Fig. 1: wires at chosen ports, followed through buffers
Scale: 1 px per um.
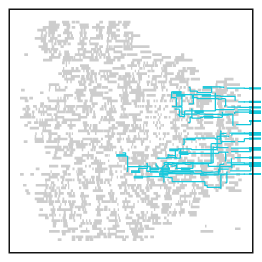
Fig. 2: drive-strength map
Scale: 2 px per um.
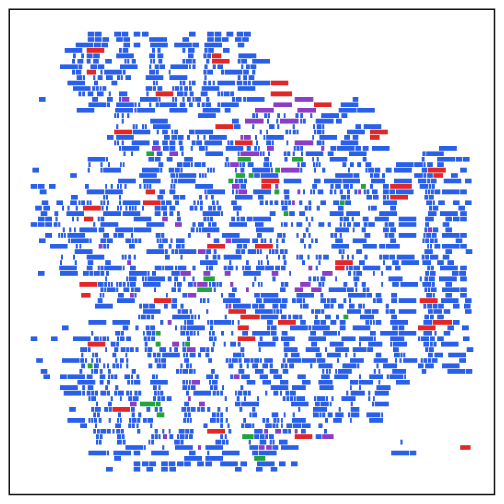
Fig. 3: placement view
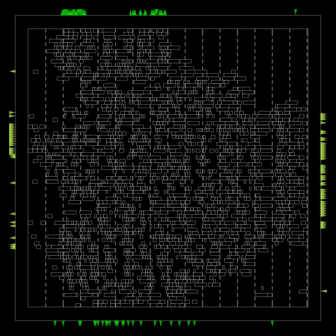
==> config.mk <==
export PLATFORM = sky130hd
export DESIGN_NAME = adder_stim_gen
export DESIGN_NICKNAME = d
export VERILOG_FILES = /design/src/rtl/adder_stim_gen.sv
export SDC_FILE = /design/constraint.sdc
export NUM_CORES = 1
export LEC_CHECK = 0
export CORE_MARGIN = 10
export CORE_UTILIZATION = 30
export DETAILED_ROUTE_END_ITERATION = 10
export GPL_TIMING_DRIVEN = 0
export PLACE_DENSITY = 0.51
export SLEW_MARGIN = 20
export SYNTH_ARGS = -nofsm -noshare
export SYNTH_HDL_FRONTEND = slang
export SYNTH_SLANG_ARGS = --single-unit
==> constraint.sdc <==
create_clock -name clk -period 9 [get_ports clk]
set_input_delay 0.9 -clock clk [delete_from_list [all_inputs] [get_ports clk]]
set_output_delay 0.9 -clock clk [all_outputs]
set_load 0.1 [all_outputs]
==> src/rtl/adder_stim_gen.sv <==
// Operand-traffic generator for adder energy characterisation: emits packets of
// pattern words separated by idle gaps, feeds a registered adder, counts bus activity.
module adder_stim_gen #(
  parameter int          N    = 16,
  parameter logic [31:0] SEED = 32'hACE10001
) (
  input  logic         clk,
  input  logic         rst_n,
  input  logic         start_i,
  input  logic [1:0]   mode_i,
  input  logic [7:0]   payload_len_i,
  input  logic [7:0]   gap_len_i,
  input  logic [7:0]   num_pkt_i,
  output logic         busy_o,
  output logic         done_o,
  output logic [N-1:0] op_a_o,
  output logic [N-1:0] op_b_o,
  output logic         op_valid_o,
  output logic [N:0]   sum_o,
  output logic         sum_valid_o,
  output logic [31:0]  toggle_cnt_o,
  output logic [31:0]  cycle_cnt_o
);

  localparam int          W        = 2 * N;
  localparam logic [31:0] SEED_EFF = (SEED == 32'd0) ? 32'd1 : SEED;
  localparam logic [31:0] TAPS     = 32'h80200003;
  localparam logic [4:0]  TJ_LAST  = 5'(W - 1);

  typedef enum logic [1:0] {S_IDLE, S_SEND, S_GAP, S_DONE} state_t;

  state_t       state_q;
  logic [1:0]   mode_q;
  logic [7:0]   plen_q, glen_q, npkt_q;
  logic [7:0]   k_q, pkt_q, gap_q;
  logic [4:0]   tj_q;
  logic [31:0]  lfsr_q;
  logic [W-1:0] word_q;
  logic         op_valid_q, busy_q, done_q, sum_valid_q;
  logic [N:0]   sum_q;
  logic [31:0]  toggle_q, cycle_q;

  logic [1:0]   mode_sel_d;
  logic [31:0]  lfsr_src_d, lfsr_adv_d;
  logic [W-1:0] word_first_d, word_cont_d;
  logic [5:0]   hd_first_d, hd_cont_d;
  logic [4:0]   tj_inc_d;

  function automatic logic [W-1:0] make_word(input logic [1:0] mode, input logic odd,
                                             input logic [4:0] tj, input logic [31:0] lfsr);
    logic [W-1:0] w;
    w = '0;
    case (mode)
      2'd0:    for (int i = 0; i < W; i++) w[i] = (i <= int'(tj));
      2'd1:    w = lfsr[W-1:0];
      2'd2:    w = odd ? '0 : '1;
      default: w = '0;
    endcase
    return w;
  endfunction

  function automatic logic [5:0] popcount(input logic [W-1:0] v);
    logic [5:0] c;
    c = '0;
    for (int i = 0; i < W; i++) c = c + 6'(v[i]);
    return c;
  endfunction

  function automatic logic [31:0] sat_add(input logic [31:0] a, input logic [31:0] b);
    logic [32:0] s;
    s = {1'b0, a} + {1'b0, b};
    return s[32] ? 32'hFFFF_FFFF : s[31:0];
  endfunction

  // In IDLE the word for the start edge comes from the live config and a freshly seeded LFSR.
  always_comb begin
    mode_sel_d   = (state_q == S_IDLE) ? mode_i : mode_q;
    lfsr_src_d   = (state_q == S_IDLE) ? SEED_EFF : lfsr_q;
    lfsr_adv_d   = {1'b0, lfsr_src_d[31:1]} ^ (lfsr_src_d[0] ? TAPS : 32'd0);
    word_first_d = make_word(mode_sel_d, 1'b0, 5'd0, lfsr_adv_d);
    word_cont_d  = make_word(mode_sel_d, k_q[0], tj_q, lfsr_adv_d);
    hd_first_d   = popcount(word_first_d ^ word_q);
    hd_cont_d    = popcount(word_cont_d ^ word_q);
    tj_inc_d     = (tj_q == TJ_LAST) ? 5'd0 : tj_q + 5'd1;
  end

  always_ff @(posedge clk or negedge rst_n) begin
    if (!rst_n) begin
      state_q     <= S_IDLE;
      mode_q      <= '0;
      plen_q      <= '0;
      glen_q      <= '0;
      npkt_q      <= '0;
      k_q         <= '0;
      pkt_q       <= '0;
      gap_q       <= '0;
      tj_q        <= '0;
      lfsr_q      <= SEED_EFF;
      word_q      <= '0;
      op_valid_q  <= 1'b0;
      busy_q      <= 1'b0;
      done_q      <= 1'b0;
      sum_q       <= '0;
      sum_valid_q <= 1'b0;
      toggle_q    <= '0;
      cycle_q     <= '0;
    end else begin
      sum_q       <= {1'b0, word_q[N-1:0]} + {1'b0, word_q[W-1:N]};
      sum_valid_q <= op_valid_q;
      if (busy_q) cycle_q <= sat_add(cycle_q, 32'd1);

      case (state_q)
        S_IDLE: begin
          if (start_i) begin
            mode_q   <= mode_i;
            plen_q   <= payload_len_i;
            glen_q   <= gap_len_i;
            npkt_q   <= num_pkt_i;
            cycle_q  <= '0;
            toggle_q <= '0;
            lfsr_q   <= SEED_EFF;
            if (payload_len_i == 8'd0 || num_pkt_i == 8'd0) begin
              done_q  <= 1'b1;
              state_q <= S_DONE;
            end else begin
              word_q     <= word_first_d;
              lfsr_q     <= lfsr_adv_d;
              toggle_q   <= 32'(hd_first_d);
              op_valid_q <= 1'b1;
              busy_q     <= 1'b1;
              k_q        <= 8'd1;
              tj_q       <= 5'd1;
              pkt_q      <= 8'd1;
              state_q    <= S_SEND;
            end
          end
        end
        S_SEND: begin
          if (k_q != plen_q) begin
            word_q   <= word_cont_d;
            lfsr_q   <= lfsr_adv_d;
            toggle_q <= sat_add(toggle_q, 32'(hd_cont_d));
            k_q      <= k_q + 8'd1;
            tj_q     <= tj_inc_d;
          end else if (glen_q != 8'd0) begin
            op_valid_q <= 1'b0;
            gap_q      <= 8'd1;
            state_q    <= S_GAP;
          end else if (pkt_q == npkt_q) begin
            op_valid_q <= 1'b0;
            busy_q     <= 1'b0;
            done_q     <= 1'b1;
            state_q    <= S_DONE;
          end else begin
            // Zero gap: next packet starts straight away with k back at 0.
            word_q   <= word_first_d;
            lfsr_q   <= lfsr_adv_d;
            toggle_q <= sat_add(toggle_q, 32'(hd_first_d));
            k_q      <= 8'd1;
            tj_q     <= 5'd1;
            pkt_q    <= pkt_q + 8'd1;
          end
        end
        S_GAP: begin
          if (gap_q != glen_q) begin
            gap_q <= gap_q + 8'd1;
          end else if (pkt_q == npkt_q) begin
            busy_q  <= 1'b0;
            done_q  <= 1'b1;
            state_q <= S_DONE;
          end else begin
            word_q     <= word_first_d;
            lfsr_q     <= lfsr_adv_d;
            toggle_q   <= sat_add(toggle_q, 32'(hd_first_d));
            op_valid_q <= 1'b1;
            k_q        <= 8'd1;
            tj_q       <= 5'd1;
            pkt_q      <= pkt_q + 8'd1;
            state_q    <= S_SEND;
          end
        end
        S_DONE: begin
          done_q  <= 1'b0;
          state_q <= S_IDLE;
        end
        default: state_q <= S_IDLE;
      endcase
    end
  end

  assign busy_o       = busy_q;
  assign done_o       = done_q;
  assign op_a_o       = word_q[N-1:0];
  assign op_b_o       = word_q[W-1:N];
  assign op_valid_o   = op_valid_q;
  assign sum_o        = sum_q;
  assign sum_valid_o  = sum_valid_q;
  assign toggle_cnt_o = toggle_q;
  assign cycle_cnt_o  = cycle_q;

endmodule

==> Table 3: Implementation characteristics <==
Characteristics after synthesis and place and route

Parameter                              Value

Finish
  Total inserted antenna cells    0
  Fraction of layout cells with a size suffix above 1    0.0687
  Non-filler instance count after layout    2,543
  Commonest non-fill, non-tap cell in the layout    sky130_fd_sc_hd__dfrtp_1
  Net count, final    1,995
  Most numerous logic cells after layout    sky130_fd_sc_hd__dfrtp_1 (197), sky130_fd_sc_hd__nand2_1 (195), sky130_fd_sc_hd__clkdlybuf4s50_1 (144), sky130_fd_sc_hd__o21ai_0 (141), sky130_fd_sc_hd__nor2_1 (128)

Worst setup path
  Worst-path cell with the longest stage delay    sky130_fd_sc_hd__clkdlybuf4s50_1
  Maximum fanout count along the critical path    10
  Origin of the worst setup path    mode_i[1]
  Worst r2r dst    toggle_cnt_o[5]
  Start of the worst register-to-register path    state_q[0]
  Largest stage delay on the critical path    0.59 ns
  Critical path endpoint category    flip-flop
  Start-to-end type of the worst setup path    in2reg
  Critical path launch point type    input port
  Capturing element of the worst setup path    toggle_cnt_o[5]
  Critical Path AT    9.09 ns
  Count of buffer and inverter cells on the critical path    5
  Top Family by Delay on Critical Path    adder cells
  Worst EP required    9.44 ns
  Flop2flop setup slack    0.40 ns
  Crit-path most repeated cell    sky130_fd_sc_hd__fa_1
  Total stage count of the critical path    26
  Worst Reg2Reg Path Length in Cells    27

CTS
  Post CTS Setup Buffer Count    4
  CTS tree    done
  Clock-pin slew on the worst setup and hold paths    0.06 ns
  Clock root buffer master    sky130_fd_sc_hd__clkbuf_16
  Total clock sinks    206
  Hold buffers post-CTS    0
  Number of buffers added by the clock tree synthesis step    28
  Max clock buf depth    3
  Later-pin clock latency in the skew report    0.58 ns
  Post-cts sizing count    25
  H-tree levels    1

GRT
  Number of global-route vias before repair    13,800
  Global-route usage over all layers    0.179
  Wire length of the first global-routing pass    83,900 um
  Initial antenna violation count    1
  Global-route congestion overflow total    0
  Pin count of the biggest net entering global routing    86

Synthesis
  Area fraction in mux cells    0.00559
  Post-synthesis async set-or-reset flop share    1.00
  Top-area cell type share of the netlist area    0.334
  Area share of xor/xnor cells in the synthesized design    0.0949
  Flop and latch count out of synthesis    206
  Commonest cells post-synth    sky130_fd_sc_hd__dfrtp_1 (197), sky130_fd_sc_hd__nand2_1 (195), sky130_fd_sc_hd__o21ai_0 (142)
  Number of synthesized flops with an enable pin    0
  Dominant register cell in the synthesized netlist    sky130_fd_sc_hd__dfrtp_1
  Simple-Gate Area Share    0.184
  Share of synthesized area occupied by flip-flops and latches    0.350
  Complex-gate fraction of the synthesized area    0.206
  Synthesized area    0.0148 mm2
  Syn nets    1,814
  Top-count cell post-synth    sky130_fd_sc_hd__dfrtp_1
  Yosys warns    0
  Largest cells by area after synthesis    sky130_fd_sc_hd__dfrtp_1 (33%), sky130_fd_sc_hd__fa_1 (7.0%), sky130_fd_sc_hd__xnor2_1 (5.5%)
  Synth area leader    sky130_fd_sc_hd__dfrtp_1
  Chip area in the Yosys report    0.0148 mm2
  Gate Count Post-Synth    1,676
  Area fraction in full adders, half adders and majority gates    0.119
  Cell count listed in synth_stat.txt    1,676
  Post-Syn Area per Cell    8.81 um2
  Dominant combinational family    AND-OR/OR-AND gates
  Synth unique cells    78

Placed design
  Gpl congestion    0.938
  Total placed cells including tap cells    2,487
  Dpl ws    -1.66 ns
  Detailed placer's ending HPWL    41,400 um
  Cell area after placement    0.0171 mm2

STA
  Count of final max-slew check failures    0
  Setup Skew    0.0236 ns
  Period Utilization, post-route    0.962
  Upper clock frequency limit    116 MHz
  Accumulated negative setup slack    0 ns
  Tightest Pin Transition    1.05 ns
  Post-route worst hold slack    0.236 ns
  Post-layout minimum cycle time    8.66 ns
  Max transition margin    0.297
  RSZ-0062 raised after global routing    false
  Setup-violating endpoint count in the final report    0
  Hold violation total from the final report    0

Floorplanning
  Vertical extent of the die    242 um
  Initial standard-cell utilization of the core    0.302
  Row Count    81
  Die X    242 um
  Chip area    0.0585 mm2
  Core region area    0.0488 mm2

Detailed routing
  Post-detailed-route via-to-cell ratio    5.38
  Detailed-route via count    13,700
  Final antenna-violating net count    0
  Iteration count of the initial detailed-routing pass    5
  Drt drc    0
  DRT iter0 DRCs    1,103
  Final routed wire length divided by cell count    21.2 um
  Routed WL    54,000 um

Run
  Max Cap Violations    0
  Total tool warning count    32

Outcome
  Result of the run    finished, final reports clean

Hold path
  Kind of path behind the tightest hold check    in2async
## Picture notes: Fig. 1
Key: `op_a_o` = cyan [bits 16, direction output, edge east, end cells 16, buffers 16, wire 1,780 um]
count of port buffers added during placement: 145
count of boundary I/O pins: 146

## Picture notes: Fig. 2
Key: drive 1 or less = blue [cells 1,750, share 93%, most used dfrtp_1]; drive 3 to 4 = green [cells 23, share 1.2%, most used buf_4]; drive 2 = purple [cells 63, share 3.4%, most used dfstp_2]; drive 6 and up = red [cells 43, share 2.3%, most used clkbuf_16]
min setup slack post-route: 0.344 ns
final instance area: 0.0183 mm2
synthesis-to-finish area growth: 23.8%
non-clock buffer count: 233

## Picture notes: Fig. 3
flip-flops: 206
fraction of area in registers: 0.283
Layout fillers: 5,083
Finished Core Util: 0.374

area by class of cell:
cell class	count	area, um2
inverters	77	289
plain buffers	79	329
well taps	664	831
fillers	5083	30600
multi-input cells	1311	9150
clock inverters	7	98.8
clock buffers	45	855
repair buffers	154	1560
flip-flops and latches	206	5170
state kept, by name, summed over array words and instances (netlist names), 17 cells and up:
name          cells
toggle_cnt_o     32
lfsr_q           32
word_q           32
sum_o            17
cycle_cnt_o      32
metal layers:
metal,global-route usage,up-vias,share of wire
met5,0,-,0.00024
met4,0.0764,2,0.040
met3,0.0320,111,0.063
met2,0.283,497,0.45
met1,0.236,6683,0.44
li1,-,6398,-
